## src/rtl/addr8s_sub_serial.sv

```systemverilog
// ============================================================================
// addr8s_sub_serial
//
// Purpose:
//   Bit-serial signed inverse of the 8-bit signed adder. Given a signed sum
//   S (WIDTH+1 bits) and one signed operand A (WIDTH bits), it recovers the
//   other operand B = S - A. It works one bit per clock, LSB first, over a
//   WIDTH+2 bit two's complement datapath, so the subtraction itself never
//   wraps. The result is flagged when it does not fit in WIDTH signed bits.
//
// Optional build macro:
//   SUB_DMR_EN - adds a second, independent serial subtractor that runs in
//                lockstep on the same operands. The two full-width results
//                are compared and any disagreement raises fault_err. With
//                the macro undefined there is one datapath and fault_err is
//                tied to 0.
//
// Ports:
//   clk        in   rising-edge clock
//   rst_n      in   synchronous active-low reset
//   in_valid   in   S/A present
//   in_ready   out  block can accept (IDLE only)
//   s_in       in   [WIDTH:0]   signed sum operand S
//   a_in       in   [WIDTH-1:0] signed operand A
//   out_valid  out  result present (DONE)
//   out_ready  in   consumer takes result
//   b_out      out  [WIDTH-1:0] low WIDTH bits of S - A
//   range_err  out  S - A outside the WIDTH-bit signed range
//   busy       out  high in SHIFT or DONE
//   fault_err  out  lockstep copies disagree (SUB_DMR_EN only, else 0)
// ============================================================================
module addr8s_sub_serial #(
    parameter int WIDTH = 8
) (
    input  logic             clk,
    input  logic             rst_n,
    input  logic             in_valid,
    output logic             in_ready,
    input  logic [WIDTH:0]   s_in,
    input  logic [WIDTH-1:0] a_in,
    output logic             out_valid,
    input  logic             out_ready,
    output logic [WIDTH-1:0] b_out,
    output logic             range_err,
    output logic             busy,
    output logic             fault_err
);

    // Datapath width: one guard bit above S so that S - A is always exact.
    localparam int DW = WIDTH + 2;
    localparam int CW = $clog2(DW + 1);
    localparam logic [CW-1:0] LAST_COUNT = CW'(DW - 1);

    typedef enum logic [1:0] {
        IDLE  = 2'd0,
        SHIFT = 2'd1,
        DONE  = 2'd2
    } state_t;

    state_t          r_state;
    state_t          w_stateNext;

    logic [DW-1:0]   r_sReg;
    logic [DW-1:0]   r_aReg;
    logic [DW-1:0]   r_diff0;
    logic            r_borrow0;
    logic [CW-1:0]   r_count;
    logic [WIDTH-1:0] r_bOut;
    logic            r_rangeErr;

    logic            w_inReady;
    logic            w_outValid;
    logic            w_busy;
    logic            w_accept;
    logic            w_lastBit;

    logic            w_sBit;
    logic            w_aBit;
    logic            w_d0;
    logic            w_borrowNext0;
    logic [DW-1:0]   w_diffFinal0;
    logic [2:0]      w_topBits0;

    // The state register only; all decisions about where to go next live in
    // the combinational block below.
    always_ff @(posedge clk) begin
        if (!rst_n) begin
            r_state <= IDLE;
        end else begin
            r_state <= w_stateNext;
        end
    end

    // Next-state and handshake decode. The accept and last-bit strobes are
    // produced here so the datapath block does not need to re-derive them.
    always_comb begin
        w_stateNext = r_state;
        w_inReady   = 1'b0;
        w_outValid  = 1'b0;
        w_busy      = 1'b0;
        w_accept    = 1'b0;
        w_lastBit   = 1'b0;
        case (r_state)
            IDLE: begin
                w_inReady = 1'b1;
                if (in_valid) begin
                    w_accept    = 1'b1;
                    w_stateNext = SHIFT;
                end
            end
            SHIFT: begin
                w_busy = 1'b1;
                if (r_count == LAST_COUNT) begin
                    w_lastBit   = 1'b1;
                    w_stateNext = DONE;
                end
            end
            DONE: begin
                w_busy     = 1'b1;
                w_outValid = 1'b1;
                if (out_ready) begin
                    w_stateNext = IDLE;
                end
            end
            default: begin
                w_stateNext = IDLE;
            end
        endcase
    end

    // One full-subtractor slice: difference bit and borrow-out for the
    // current LSBs of the operand shift registers.
    always_comb begin
        w_sBit        = r_sReg[0];
        w_aBit        = r_aReg[0];
        w_d0          = w_sBit ^ w_aBit ^ r_borrow0;
        w_borrowNext0 = (~w_sBit & w_aBit) | (~(w_sBit ^ w_aBit) & r_borrow0);
        // Value the result register will hold after the final shift; used
        // to load the output registers on the same edge.
        w_diffFinal0  = {w_d0, r_diff0[DW-1:1]};
        w_topBits0    = w_diffFinal0[WIDTH+1:WIDTH-1];
    end

    // Serial datapath. Operands are sign-extended on accept, then shifted
    // right one bit per edge while difference bits enter from the MSB side,
    // so after DW edges the result register holds the full difference.
    // b_out/range_err are separate registers so they keep the previous
    // result through IDLE and SHIFT and only change when a new one is ready.
    always_ff @(posedge clk) begin
        if (!rst_n) begin
            r_sReg     <= '0;
            r_aReg     <= '0;
            r_diff0    <= '0;
            r_borrow0  <= 1'b0;
            r_count    <= '0;
            r_bOut     <= '0;
            r_rangeErr <= 1'b0;
        end else if (w_accept) begin
            r_sReg    <= {s_in[WIDTH], s_in};
            r_aReg    <= {{2{a_in[WIDTH-1]}}, a_in};
            r_diff0   <= '0;
            r_borrow0 <= 1'b0;
            r_count   <= '0;
        end else if (r_state == SHIFT) begin
            r_sReg    <= {1'b0, r_sReg[DW-1:1]};
            r_aReg    <= {1'b0, r_aReg[DW-1:1]};
            r_diff0   <= w_diffFinal0;
            r_borrow0 <= w_borrowNext0;
            r_count   <= r_count + 1'b1;
            if (w_lastBit) begin
                r_bOut <= w_diffFinal0[WIDTH-1:0];
                // The value fits in WIDTH signed bits only when the two
                // guard bits are copies of the WIDTH-bit sign bit.
                r_rangeErr <= ~((&w_topBits0) | ~(|w_topBits0));
            end
        end
    end

`ifdef SUB_DMR_EN
    logic [DW-1:0] r_diff1;
    logic          r_borrow1;
    logic          r_faultErr;
    logic          w_d1;
    logic          w_borrowNext1;
    logic [DW-1:0] w_diffFinal1;

    // Second subtractor slice fed from the same operand bits but with its
    // own borrow, so a corrupted borrow or result bit in either copy shows up.
    always_comb begin
        w_d1          = w_sBit ^ w_aBit ^ r_borrow1;
        w_borrowNext1 = (~w_sBit & w_aBit) | (~(w_sBit ^ w_aBit) & r_borrow1);
        w_diffFinal1  = {w_d1, r_diff1[DW-1:1]};
    end

    // Lockstep copy state plus the fault flag. The flag is decided on the
    // final shift edge and is dropped on the same edge that drops out_valid.
    always_ff @(posedge clk) begin
        if (!rst_n) begin
            r_diff1    <= '0;
            r_borrow1  <= 1'b0;
            r_faultErr <= 1'b0;
        end else if (w_accept) begin
            r_diff1   <= '0;
            r_borrow1 <= 1'b0;
        end else if (r_state == SHIFT) begin
            r_diff1   <= w_diffFinal1;
            r_borrow1 <= w_borrowNext1;
            if (w_lastBit) begin
                r_faultErr <= (w_diffFinal0 != w_diffFinal1);
            end
        end else if ((r_state == DONE) && out_ready) begin
            r_faultErr <= 1'b0;
        end
    end

    assign fault_err = r_faultErr;
`else
    assign fault_err = 1'b0;
`endif

    assign in_ready  = w_inReady;
    assign out_valid = w_outValid;
    assign busy      = w_busy;
    assign b_out     = r_bOut;
    assign range_err = r_rangeErr;

endmodule

```

## config.mk

```make
export PLATFORM = sky130hd
export DESIGN_NAME = addr8s_sub_serial
export DESIGN_NICKNAME = d
export VERILOG_FILES = /design/src/rtl/addr8s_sub_serial.sv
export SDC_FILE = /design/constraint.sdc
export NUM_CORES = 1
export LEC_CHECK = 0
export ABC_AREA = 1
export CORE_ASPECT_RATIO = 1.2
export CORE_MARGIN = 5
export CORE_UTILIZATION = 47
export CTS_CLUSTER_DIAMETER = 120
export DETAILED_ROUTE_END_ITERATION = 12
export GPL_TIMING_DRIVEN = 0
export PLACE_DENSITY = 0.79
export SKIP_LAST_GASP = 1
export SLEW_MARGIN = 10
export SYNTH_ARGS = -nofsm -noshare
export SYNTH_HDL_FRONTEND = slang
export SYNTH_SLANG_ARGS = --single-unit
```

## constraint.sdc

```tcl
create_clock -name clk -period 1.4 [get_ports clk]
set_clock_uncertainty 0.05 [all_clocks]
set_input_delay 0.28 -clock clk [delete_from_list [all_inputs] [get_ports clk]]
set_output_delay 0.28 -clock clk [all_outputs]
set_load 0.005 [all_outputs]
```

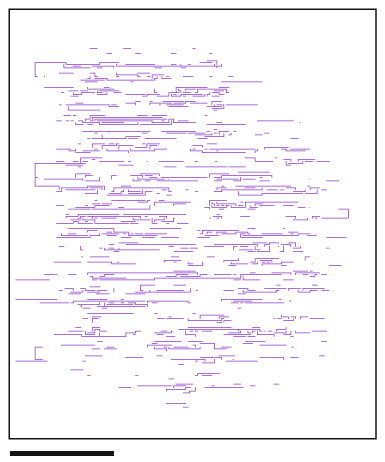
(run_1/met1.png)
Bar = 20 um.
wire length on this layer: 1,860 um
longest straight run: 21.2 um
main direction: horizontal
nets with wire on the layer: 312
drt total wl: 4.16 mm
DR vias: 1,829
GR met1 Demand/Resource: 16.7%

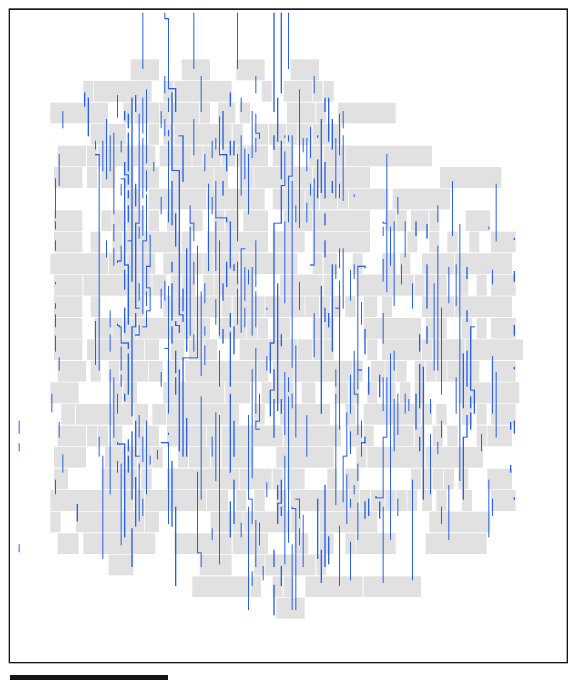
(run_1/met2.png)
Bar = 20 um.
share of all routed wire: 48%
nets with wire on the layer: 260
main direction: vertical
GR Layer Usage met2: 26.4%

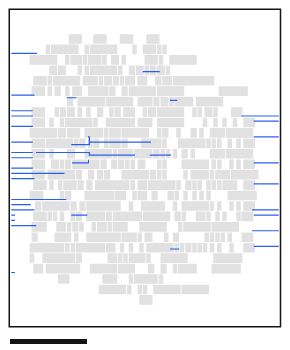
(run_1/met3.png)
Bar = 20 um.
share of all routed wire: 5.6%
nets with wire on the layer: 31
wire length on this layer: 234 um
longest straight run: 15.9 um
main direction: horizontal
met3 GRT Util: 3.51%

==> impl_metrics.yaml, run 1 <==
# yosys + openroad results
yosys:
  netlist_instances: 273
  ys_seq_share_pct: 43.9
  syn_area_mm2: 0.00205
  yosys_area_mm2: 0.00205
  yosysWarningCount: 0
  ys_cells: 273
sta:
  worst_slack_ns: -0.0186
  setup_viol: 2
  setup_tns_ns: -0.0237
  finalHoldViolations: 0
  finalCritPeriodShare_pct: 101
cells_and_area:
  nets: 352
  layout-drive-gt1-share_pct: 21.3
  antenna_cells: 0
hold_path:
  min_path_type: "in2reg"
  min_from: "rst_n"
drt:
  routedWlPerCell_um: 10.9
  drtAntennaViolNets: 0
clock_tree:
  cts_root_buffer: "clkbuf_8"
  cts_buffers: 5
  tritoncts: "done"
  clk_latency_ns: 0.31
run_status:
  status: "finished with violations"
  failed_checks: "negative setup slack"
floorplan:
  ios: 34
critical_path:
  required_ns: 1.07
  regToRegStartpoint: "r_state[0]"
  cp_slowest_cell: "dfxtp_2"
  cp_max_fo: 3
  cp-startpoint: "r_state[0]"
  slowest_delay_ns: 0.36
place:
  placedInstanceArea_mm2: 0.00243
job:
  maxCapViolCount: 0
power_and_ir_drop:
  irDropWorstVdd_v: 0.00108
global_route:
  grt_max_degree: 15
  antenna_found_initial: 0
## run 1: Yosys cell counts
cell type  number  share of area [%]
buf_2           6                1.5
o21ai_0         8                2.0
inv_1          21                3.8
dfxtp_1        45                 44
conb_1          1               0.18
nand3_4         2                1.7
fa_1            1               0.98
nor3_1          1               0.24
nand2_4         3                1.6
nor2_8          1               0.98
nand2_1        83                 15
a21oi_1        22                5.4
buf_6           5                2.7
buf_4           3                1.1
inv_2           4               0.73
nand3_1        14                3.4
nor2_1         32                5.9
ha_1            7                4.3
o21a_1          2               0.73
a31oi_1        12                3.7
## run 1: state kept, by name (all words and copies together) (netlist names)
signal / flops
r_aReg: 10
r_sReg: 10
r_diff0: 9
b_out: 8
r_count: 4
r_state: 2
r_borrow0: 1
range_err: 1
## run 1: worst paths after layout
check	endpoint	cells past startpoint	slack (ns)
max	out_valid	3	-0.02
min	r_sReg[0]	3	0.25
max reg2reg	b_out[3]	9	0.01
min reg2reg	b_out[2]	2	0.42
## run 1: where the power goes
part,total (W),switching [W],internal (W)
registers,0.00163,0.000137,0.00149
logic,0.00208,0.00114,0.000939
clock network,0.00103,0.000450,0.000580
total,0.00475,0.00173,0.00301
## run 1: routing by layer
layer  up-vias  global-route usage, %  part of all wire, %
met5         -                      0                    0
li1        961                      -                    -
met4         0                   7.47                  2.0
met2        39                   26.4                   48
met1       822                   16.7                   45
met3         7                   3.51                  5.6
## run 1: cell type report
type                       instances  area, um2
buffer                            13        119
clock buffer                       6       82.6
clock inverter                     2       37.5
fill                             353       1440
inverter                          25        114
multi-input combinational        189       1030
sequential                        45        915
tap                               56       70.1
timing repair buffer              44        420
## run 1: per-stage QoR
step	setup WS [ns]	instances	power [W]	utilization [%]
after CTS	-0.0180	376	0.00446	62.7
after floorplan	0.00465	273	0.00280	-
final	-0.0186	380	0.00475	65.9
after detailed placement	-0.222	360	0.00325	57.5
after global routing	-0.0662	380	0.00507	65.9
after global placement	-0.191	360	0.00322	57.5
## run 1: worst min-delay path, delay by kind of cell
family                 cells  cell delay, ns
buffers and inverters      1            0.16
AND-OR/OR-AND              2            0.13
## run 1: cell families (layout without fill, tap and decap cells)
kind of cell	after synthesis	after routing	synth area share [%]
DFF	45	45	43.9
and+or+nand+nor	136	136	29.0
adders and majority gates	8	8	5.25
AOI/OAI and AO/OA	44	44	11.7
other	1	1	0.183
buffers and inverters	39	90	9.88
## run 1: timing repair
item	in CTS	in global routing
pin swaps	3	10
cloned	2	1
setup endpoints to repair	43	31
hold buffers	0	0
gates resized	42	27
buffers inserted	6	4
## Run 2: what changed since run 1
CELL_PAD_IN_SITES_DETAIL_PLACEMENT = 1   (was unset)
CELL_PAD_IN_SITES_GLOBAL_PLACEMENT = 1   (was unset)
CORE_UTILIZATION = 34   (was 47)
CTS_CLUSTER_DIAMETER = 50   (was 120)
PLACE_DENSITY = 0.78   (was 0.79)
==> impl_metrics.yaml, run 2 <==
# yosys + openroad results
drt:
  drt_iter0_markers: 54
  wl_mm: 5.35
  routedWlPerCell_um: 13.1
  drtAntennaViolNets: 0
  vias: 1900
run_status:
  status: "finished with violations"
  failed_checks: "negative setup slack"
hold_path:
  whs_path_depth: 3
yosys:
  syn_area_per_cell_um2: 7.51
  synthTopCellsByCount: "nand2_1 (83), dfxtp_1 (45), nor2_1 (32), a21oi_1 (22), inv_1 (21)"
  post-synth-top-count-cell: "nand2_1"
  async_flop_share_pct: 0
  yosys_area_mm2: 0.00205
  edf_count: 0
  topCellsByArea: "dfxtp_1 (44%), nand2_1 (15%), nor2_1 (5.9%)"
  syn_area_mm2: 0.00205
  netlist_instances: 273
  ys_cells: 273
  ys_seq_share_pct: 43.9
  ys.flop_type: "dfxtp_1"
  yosysWarningCount: 0
  top_area_share_pct: 43.9
sta:
  setup_tns_ns: -0.0366
  finalCritPeriodShare_pct: 101
  worst_slack_ns: -0.0196
  setup_viol: 4
  finalHoldViolations: 0
cells_and_area:
  layout-drive-gt1-share_pct: 21.3
  nets: 356
  n_fill_cell: 718
  final-instance-count-excl-fill: 410
  top_regs: "r_aReg: 10 flops, r_sReg: 10 flops, r_diff0: 9 flops"
  post-route-util_pct: 48.0
floorplan:
  ios: 34
job:
  maxCapViolCount: 0
clock_tree:
  clk_latency_ns: 0.30
global_route:
  grt_max_degree: 15
critical_path:
  required_ns: 1.07
  rr_worst_depth: 9
  r2r_setup_slack_ns: -0.02
  cp_max_fo: 5
==> run 2: per-stage QoR <==
stage | power, W | worst slack (ns) | instance area [um2]
after floorplan | 0.00280 | 0.00465 | 2050
after CTS | 0.00479 | -0.0268 | 2780
after global routing | 0.00531 | -0.0965 | 2850
after detailed placement | 0.00332 | -0.275 | 2470
after global placement | 0.00327 | -0.222 | 2470
final | 0.00497 | -0.0196 | 2850
==> run 2: worst paths after layout <==
kind	start	end
worst max-delay path	r_state[1]	busy
worst min-delay path	rst_n	r_state[1]
worst max register to register	r_state[1]	b_out[7]
worst min register to register	b_out[4]	b_out[4]
==> run 2: layout make-up <==
| cell class | count | area (um2) | share of cell area (%) |
|---|---|---|---|
| multi-input combinational | 189 | 1030 | 36.3 |
| sequential | 45 | 912 | 32.0 |
| timing repair buffer | 49 | 468 | 16.4 |
| inverter | 25 | 119 | 4.17 |
| buffer | 12 | 104 | 3.64 |
| tap | 82 | 103 | 3.60 |
| clock buffer | 6 | 72.6 | 2.55 |
| clock inverter | 2 | 38.8 | 1.36 |
==> run 2: power breakdown <==
part           switching (W)  leakage, nW  internal, W
clock               0.000463       0.0554     0.000536
sequential          0.000160        0.369      0.00150
combinational        0.00124        0.735      0.00107
==> run 2: logic make-up (layout without fill, tap and decap cells) <==
family                     count (synthesis)  after routing  share of synthesized area [%]
other                                      1              1                          0.183
buffers and inverters                     39             94                           9.88
AOI/OAI and AO/OA                         44             44                           11.7
and+or+nand+nor                          136            136                           29.0
adders and majority gates                  8              8                           5.25
DFF                                       45             45                           43.9
==> run 2: per-layer routing <==
layer / part of all wire, % / global-route usage, %
met1: 41 / 16.8
met2: 54 / 27.9
met3: 3.6 / 3.40
met4: 1.3 / 4.65
met5: 0 / 0
==> run 2: what timing repair did <==
action,CTS,global route
setup buffers,14,1
pin swaps,9,15
hold buffers,0,0
resized,51,22
gates cloned,2,1
setup endpoints to repair,47,39
endpoints found under the hold margin,0,0
==> run 2: critical path: stages, from the launching register on <==
cell	delay, ns
dfxtp_4	0.40
inv_8	0.05
ha_4	0.26
buf_6	0.08
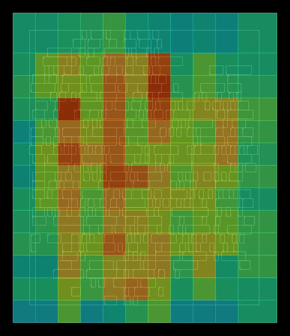
(run_2/final_congestion.png)
gr busiest metal: met2
GR Layer Usage met2: 27.9%

## Run 3: what changed since run 2
CORE_UTILIZATION = 38   (was 34)
PLACE_DENSITY = 0.82   (was 0.78)
clock period = 1.55 ns   (was 1.4 ns; I/O delays follow)
==> impl_metrics.yaml, run 3 <==
# yosys + openroad results
job:
  maxCapViolCount: 0
yosys:
  synthTopCellsByCount: "nand2_1 (83), dfxtp_1 (45), nor2_1 (32), a21oi_1 (22), inv_1 (21)"
  ys_seq_share_pct: 43.9
  post-synth-top-count-cell: "nand2_1"
  topCellsByArea: "dfxtp_1 (44%), nand2_1 (15%), nor2_1 (5.9%)"
  yosys_area_mm2: 0.00205
  syn_area_per_cell_um2: 7.51
  yosysWarningCount: 0
  async_flop_share_pct: 0
  ys.flop_type: "dfxtp_1"
  netlist_instances: 273
  yosysTopAreaCell: "dfxtp_1"
  top_area_share_pct: 43.9
  syn_area_mm2: 0.00205
  ys_cells: 273
floorplan:
  ios: 34
clock_tree:
  htreeDepth: 2
  cts_sinks: 45
  clk_latency_ns: 0.30
run_status:
  status: "finished, final reports clean"
sta:
  setup_tns_ns: 0
  setup_viol: 0
  finalHoldViolations: 0
  finalCritPeriodShare_pct: 96.4
place:
  placedInstanceArea_mm2: 0.00244
cells_and_area:
  top_regs: "r_aReg: 10 flops, r_sReg: 10 flops, r_diff0: 9 flops"
  final-instance-count-excl-fill: 382
  n_fill_cell: 650
  layout-drive-gt1-share_pct: 15.3
  nets: 349
  design_area_mm2: 0.00266
critical_path:
  cp_max_fo: 2
  crit_chain: "clkdlybuf4s50_1"
  slowest_delay_ns: 0.50
  worst-path-buf-inv: 1
  cp_slowest_cell: "clkdlybuf4s50_1"
  cp_top_family: "buffers and inverters"
  required_ns: 1.19
drt:
  vias: 1856
  drtAntennaViolNets: 0
  wl_mm: 4.96
  drt_iter0_markers: 62
global_route:
  grt_max_degree: 13
==> run 3: cell counts after synthesis <==
Identical to the previous run, type by type.
==> run 3: worst paths after layout <==
check / from / endpoint / slack (ns) / cells after the start
hold / removal: rst_n / r_sReg[0] / 0.31 / 3
setup / recovery: b_out[4] / b_out[4] / 0.06 / 1
hold reg to reg: r_sReg[9] / r_sReg[9] / 0.42 / 2
setup reg to reg: r_state[0] / b_out[4] / 0.06 / 9
==> run 3: metal layers <==
layer | GRT usage [%] | wire length (um) | up-vias
li1 | - | - | 956
met1 | 15.1 | 2050 | 866
met2 | 25.2 | 2670 | 29
met3 | 4.19 | 177 | 5
met4 | 5.59 | 58 | 0
met5 | 0 | 0 | -
==> run 3: what timing repair did <==
item / in CTS / in global routing
hold buffers: 0 / 0
pin swaps: 0 / 2
endpoints found under the setup margin: 20 / 19
hold endpoints to repair: 0 / 0
gates cloned: 0 / 2
buffers inserted: 2 / 5
gates resized: 13 / 16
==> run 3: logic make-up after synthesis <==
logic type | synth area share (%)
other | 0.183
buffers and inverters | 9.88
adders and majority gates | 5.25
DFF | 43.9
and+or+nand+nor | 29.0
AOI/OAI and AO/OA | 11.7
==> run 3: through the flow <==
step	worst slack [ns]	total power [W]	util, %	hold slack, ns
detailed placement	-0.129	0.00298	46.3	0.409
global placement	-0.0948	0.00294	46.3	0.398
CTS	-0.0126	0.00381	48.7	0.303
floorplan	0.0996	0.00252	-	0.381
global route	-0.0269	0.00431	50.6	0.331
finish	0.0552	0.00399	50.6	0.310
==> run 3: report_power, final <==
group / internal, W / switching [W]
Sequential: 0.00134 / 0.000118
Clock: 0.000354 / 0.000382
Combinational: 0.000771 / 0.00103
==> run 3: area by class of cell <==
class | count | area (um2) | share of cell area [%]
Multi-Input combinational cell | 189 | 973 | 36.5
Sequential cell | 45 | 906 | 34.0
Timing Repair Buffer | 40 | 394 | 14.8
Buffer | 14 | 115 | 4.32
Inverter | 25 | 111 | 4.18
Clock buffer | 7 | 86.3 | 3.24
Tap cell | 62 | 77.6 | 2.91
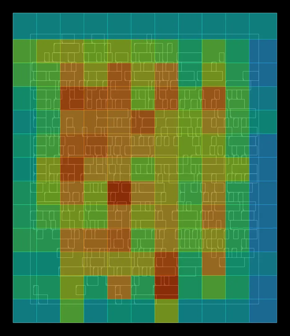
(run_3/final_congestion.png)
GR Layer Usage met2: 25.2%
WL per Instance: 13.0 um
met3 GRT Util: 4.19%
all-layer global routing usage: 14.0%


==> notes/layouts.md <==
Pictures saved along the way, in no particular order.

Cell density map.
image #1
8 x 9 tiles, from white (low) to dark blue (high), 0 to 100% covered.
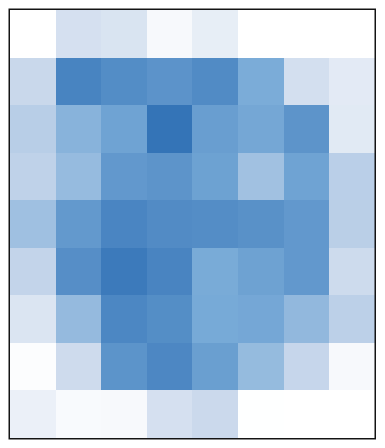
image #2
7 x 8 tiles, from white (low) to dark blue (high), 0 to 100% covered.
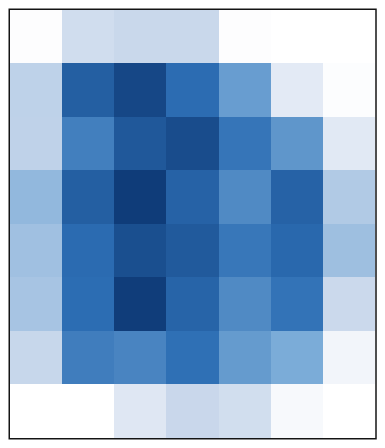
Run 3 is image #1.
Run 1 is image #2.
Of these, highest utilization: image #2

Key to image #2:
fullest tile: 95%
densest ninth of the die: center
nearly empty tiles: 14%
mean over tiles: 47%
tiles over 75% full: 29%
emptiest ninth of the die: north-east

No activity file was given, so power comes from the tool's default toggle rates.
